==> images/met1.png <==
Supply wires on this layer in grey.
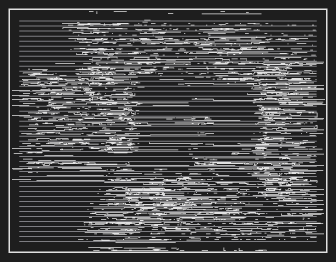
==> images/met2.png <==
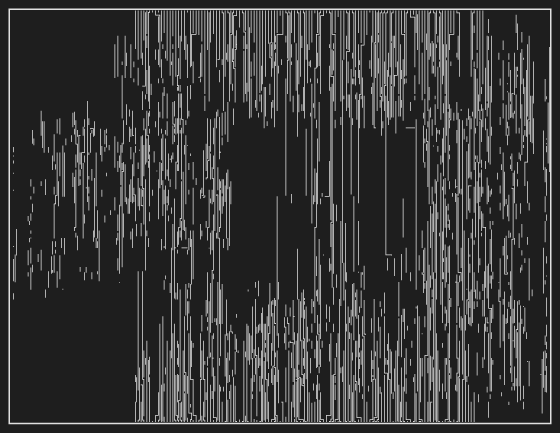
==> images/met3.png <==
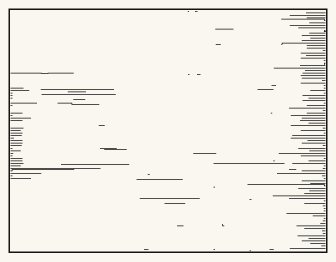
**src/rtl/kmp_matcher.sv**
```systemverilog
// KMP string matcher: scans str for the first occurrence of pat, doing one byte compare per cycle.
// Define SME_EARLY_EXIT_EN to end a scan as soon as the remaining string is shorter than the remaining pattern.

`ifndef BYTE
`define BYTE 8
`endif
`ifndef MAX_STRING
`define MAX_STRING 32
`endif
`ifndef MAX_STR_ADD
`define MAX_STR_ADD 5
`endif
`ifndef MAX_PATTERN
`define MAX_PATTERN 8
`endif
`ifndef MAX_PAT_ADD
`define MAX_PAT_ADD 3
`endif

module kmp_matcher (
  input  logic                               clk,
  input  logic                               reset,
  input  logic                               i_valid,
  input  logic [`MAX_STRING*`BYTE-1:0]       str,
  input  logic [`MAX_PATTERN*`BYTE-1:0]      pat,
  input  logic [`MAX_STR_ADD-1:0]            str_last_idx,
  input  logic [`MAX_PAT_ADD-1:0]            pat_last_idx,
  input  logic [`MAX_PAT_ADD*`MAX_PATTERN-1:0] fail_func,
  output logic                               o_valid,
  output logic                               o_match,
  output logic [`MAX_STR_ADD-1:0]            o_match_idx,
  output logic                               o_busy
);

  localparam int SA = `MAX_STR_ADD;
  localparam int PA = `MAX_PAT_ADD;
  localparam int SW = SA + 1;
  localparam int PW = PA + 1;

  typedef enum logic [1:0] {IDLE, SCAN, DONE} state_t;

  state_t        state, state_n;
  logic [SW-1:0] i_r, i_n, str_last_r, str_last_n;
  logic [PW-1:0] q_r, q_n, pat_last_r, pat_last_n;
  logic          match_r, match_n;
  logic [SA-1:0] idx_r, idx_n;

  logic [`BYTE-1:0] str_byte, pat_byte;
  logic [PA-1:0]    q_prev, ff_entry;

  // i and q never exceed their latched last indices, so the low bits are always a valid byte select.
  assign str_byte = str[int'(i_r[SA-1:0]) * `BYTE +: `BYTE];
  assign pat_byte = pat[int'(q_r[PA-1:0]) * `BYTE +: `BYTE];
  assign q_prev   = q_r[PA-1:0] - PA'(1);
  assign ff_entry = fail_func[int'(q_prev) * PA +: PA];

`ifdef SME_EARLY_EXIT_EN
  localparam int DW = (SW > PW) ? SW : PW;
  logic [DW-1:0] str_rem, pat_rem;
  assign str_rem = DW'(str_last_r) - DW'(i_r);
  assign pat_rem = DW'(pat_last_r) - DW'(q_r);
`endif

  always_ff @(posedge clk) begin
    if (reset) begin
      state      <= IDLE;
      i_r        <= '0;
      q_r        <= '0;
      str_last_r <= '0;
      pat_last_r <= '0;
      match_r    <= 1'b0;
      idx_r      <= '0;
    end else begin
      state      <= state_n;
      i_r        <= i_n;
      q_r        <= q_n;
      str_last_r <= str_last_n;
      pat_last_r <= pat_last_n;
      match_r    <= match_n;
      idx_r      <= idx_n;
    end
  end

  always_comb begin
    state_n    = state;
    i_n        = i_r;
    q_n        = q_r;
    str_last_n = str_last_r;
    pat_last_n = pat_last_r;
    match_n    = match_r;
    idx_n      = idx_r;
    case (state)
      IDLE: begin
        if (i_valid) begin
          state_n    = SCAN;
          i_n        = '0;
          q_n        = '0;
          str_last_n = SW'(str_last_idx);
          pat_last_n = PW'(pat_last_idx);
          match_n    = 1'b0;
          idx_n      = '0;
        end
      end
      SCAN: begin
`ifdef SME_EARLY_EXIT_EN
        if (str_rem < pat_rem) begin
          state_n = DONE;
        end else
`endif
        if (str_byte == pat_byte) begin
          if (q_r == pat_last_r) begin
            state_n = DONE;
            match_n = 1'b1;
            idx_n   = SA'(i_r - SW'(pat_last_r));
          end else if (i_r == str_last_r) begin
            state_n = DONE;
          end else begin
            i_n = i_r + SW'(1);
            q_n = q_r + PW'(1);
          end
        end else if (q_r != '0) begin
          // Fall back along the border chain; the string position stays put.
          q_n = PW'(ff_entry);
        end else if (i_r == str_last_r) begin
          state_n = DONE;
        end else begin
          i_n = i_r + SW'(1);
        end
      end
      DONE: begin
        state_n = IDLE;
      end
      default: begin
        state_n = IDLE;
      end
    endcase
  end

  assign o_valid     = (state == DONE);
  assign o_match     = o_valid & match_r;
  assign o_match_idx = o_valid ? idx_r : '0;
  assign o_busy      = (state != IDLE);

endmodule
```
**config.mk**
```make
export PLATFORM = sky130hd
export DESIGN_NAME = kmp_matcher
export DESIGN_NICKNAME = d
export VERILOG_FILES = /design/src/rtl/kmp_matcher.sv
export SDC_FILE = /design/constraint.sdc
export NUM_CORES = 1
export LEC_CHECK = 0
export CAP_MARGIN = 20
export CELL_PAD_IN_SITES_DETAIL_PLACEMENT = 1
export CELL_PAD_IN_SITES_GLOBAL_PLACEMENT = 1
export CORE_ASPECT_RATIO = 0.75
export CORE_MARGIN = 5
export CORE_UTILIZATION = 23
export CTS_CLUSTER_DIAMETER = 120
export DETAILED_ROUTE_END_ITERATION = 10
export GPL_ROUTABILITY_DRIVEN = 1
export PLACE_DENSITY = 0.81
export SYNTH_ARGS = -nofsm -noshare
export SYNTH_HDL_FRONTEND = slang
export SYNTH_SLANG_ARGS = --single-unit
```
**constraint.sdc**
```tcl
create_clock -name clk -period 4.81 [get_ports clk]
set_input_delay 0.962 -clock clk [delete_from_list [all_inputs] [get_ports clk]]
set_output_delay 0.962 -clock clk [all_outputs]
set_load 0.02 [all_outputs]
```
==> deck_impl_summary.md <==
Flow Results at a Glance

Cells and area
  • Top cell excl fill/tap: clkdlybuf4s50_1
  • Count of placed standard cells in the final layout, fillers left out: about 1100
  • Most used cells in the layout excluding fill and tap cells: clkdlybuf4s50_1 (362), mux2i_1 (94), mux4_2 (48), nand2_1 (46), a22oi_1 (29)
  • Post-layout utilization of the core: 0.4354
  • Area of all placed cells without fillers: approximately 8400 um^2
  • Layout Nets: ~1200

Flow run
  • Max-cap check violation count: 0
  • Number of warning messages in the logs: 27

Timing
  • Min Tclk post-route: around 4200 ps
  • Tcrit/Tclk final: 0.8667
  • Slew of the pin with the lowest slew margin: around 910 ps
  • Slack of the critical path: ~640 ps
  • Worst-case clock skew: around 1.4 ps
  • Final Hold Viols: 0
  • Worst slew margin relative to its limit: 0.3941
  • TNS Setup: 0 ps
  • Setup repair after global routing missed its margin: no
  • Number of setup violations in the final report: 0
  • Max Clock Freq: about 240 MHz
  • Number of slew-limit violations in the final report: 0

Worst setup path
  • Critical register-to-register path endpoint: i_r[0]
  • Worst setup path class: in -> reg
  • Launching element type of the critical path: input pin
  • Critical path capture point: i_r[0]
  • Highest fanout seen on the critical path: 7
  • Arrival time at the worst endpoint: between 4000 and 5000 ps
  • Cell count of the worst reg-to-reg path: 11
  • Launching element of the worst setup path: str[213]
  • Type of destination of the critical path: register
  • Worst r2r src: i_r[1]

Logic synthesis
  • Chip area line of the yosys report: about 4500 um^2
  • Netlist Area Pre-Place: approximately 4500 um^2
  • Largest type area fraction: 0.2402
  • Top flip-flop cell by instance count after synthesis: dfxtp_1
  • Async S/R FF share, synth: 0
  • Count of instantiated cells in the yosys netlist: between 400 and 500
  • Main logic family: multiplexers
  • Number of nets in the synthesized netlist: around 840
  • Unique masters post-synth: around 60
  • Post-synthesis simple-gate area fraction: 0.1501
  • Sequential element share of the synthesized area: 0.1157
  • Largest area contributor in the synthesized netlist: mux4_2
  • Number of storage elements in the synthesis netlist: 26
  • Cells after Synth: ~480
  • Number of flops mapped to enable cells by yosys: 0

Clocking
  • Root buf cell: clkbuf_16
  • Cts repair resizes: 0
  • Buffers inserted by post-CTS timing repair: 0
  • Sink Count: 26
  • Depth of the CTS H-tree: 1
  • Maximum number of buffers from clock root to sink: 2
  • Number of buffers created by CTS: 3
  • Worst-path clk slew: 60 ps
  • TritonCTS clock tree: built

Floorplan
  • Height of the die: approximately 130 um
  • Floorplan core density: 0.2329
  • Site Rows: about 44
  • I/O Pins: between 300 and 400

Route
  • Via count: around 5400
  • Violation count after the first detailed-routing iteration: between 300 and 400
  • Detailed-router iteration count before antenna repair: 4
  • Antenna-violating nets left: 0
  • Routed length per instance: 22.22 um
  • Number of remaining DRC errors: 0
  • Vias per inst: roughly 5

Place
  • Worst slack, placed: 331.8 ps
  • Number of port buffers: 362
  • Final HPWL DP: a little over 20 mm
  • Placed cell count: 1070
  • Routability congestion estimate: approximately 0.85
  • Post-placement cell area: around 8300 um^2

Hold path
  • Startpoint of the most critical hold path: match_r
  • Number of cells traversed by the worst hold path: 2
  • Tightest Hold Check Type: reg -> reg

GRT
  • Number of global-route vias before repair: 5958
  • Initial antenna violation count: 1
  • Total global routing track utilization: 0.1979
  • Global-route wire length before repair: around 35 mm
  • Largest net degree at the start of global routing: around 48

Power
  • Leak Pwr: about 2.8 nW
  • Peak supply drop: 0.0001540 V

Outcome
  • Outcome: completed
About met1.png:
longest straight run: 52.9 um
main direction: horizontal
nets with wire on the layer: 1064

About met2.png:
wire length on this layer: 12500 um
share of all routed wire: 52%
nets with wire on the layer: 1057

About met3.png:
main direction: horizontal
nets with wire on the layer: 150
longest straight run: 48.5 um
wire length on this layer: 1610 um

## layout make-up
class / instances / area, um^2
inverter: 11 / 41.29
tap: 253 / 316.6
sequential: 26 / 528.0
fill: 2189 / 10910
multi-input combinational: 399 / 3671
clock buffer: 4 / 88.84
antenna: 1 / 2.502
timing repair buffer: 381 / 3766
## routing by layer
layer  track usage  vias to the layer above  wire length (um)
met1        0.2400                     2631              9492
li1              -                     2570                 -
met3       0.03033                       20              1606
met2        0.3737                      178             12470
met5             0                        -                 0
met4       0.02772                        0               318
## per-stage QoR
| step | hold slack, ps | total power [mW] |
|---|---|---|
| 6_report | 465.3 | 1.155 |
| 5_1_grt | 493.3 | 1.227 |
| 4_1_cts | 469.0 | 1.167 |
| 3_5_place_dp | 455.5 | 0.9632 |
| 3_3_place_gp | 451.9 | 0.9514 |
| 2_1_floorplan | 427.3 | 0.5684 |
## critical path, stage by stage
cell and delay [ps]:
clkdlybuf4s50_1 410, mux4_2 480, mux2i_1 150, o21ai_0 130
a2111oi_1 490, buf_4 200, xor2_1 90, nor4_4 410
mux2i_1 550, o21ai_2 200, o31ai_1 250
## cell usage after synthesis, types with 10 or more instances
library cell / instances
nand2_1: 46
xor2_1: 13
mux4_2: 48
buf_2: 13
a22oi_1: 29
nand4_1: 13
a21oi_1: 28
and2_1: 10
clkbuf_1: 16
dfxtp_1: 26
mux2i_1: 94
nor2_1: 16
nand3_1: 16
## power breakdown
part	switching [mW]	total, mW	internal [mW]	leakage [nW]
sequential	0.0386	0.265	0.226	0.213
clock	0.0747	0.202	0.127	0.0442
combinational	0.246	0.688	0.442	2.58
total	0.359	1.16	0.796	2.84
## sequential cells by signal, summed over array words and instances (netlist names)
signal	cells
i_r	6
idx_r	5
match_r	1
pat_last_r	3
q_r	4
state	2
str_last_r	5
No activity file was given, so power comes from the tool's default toggle rates.
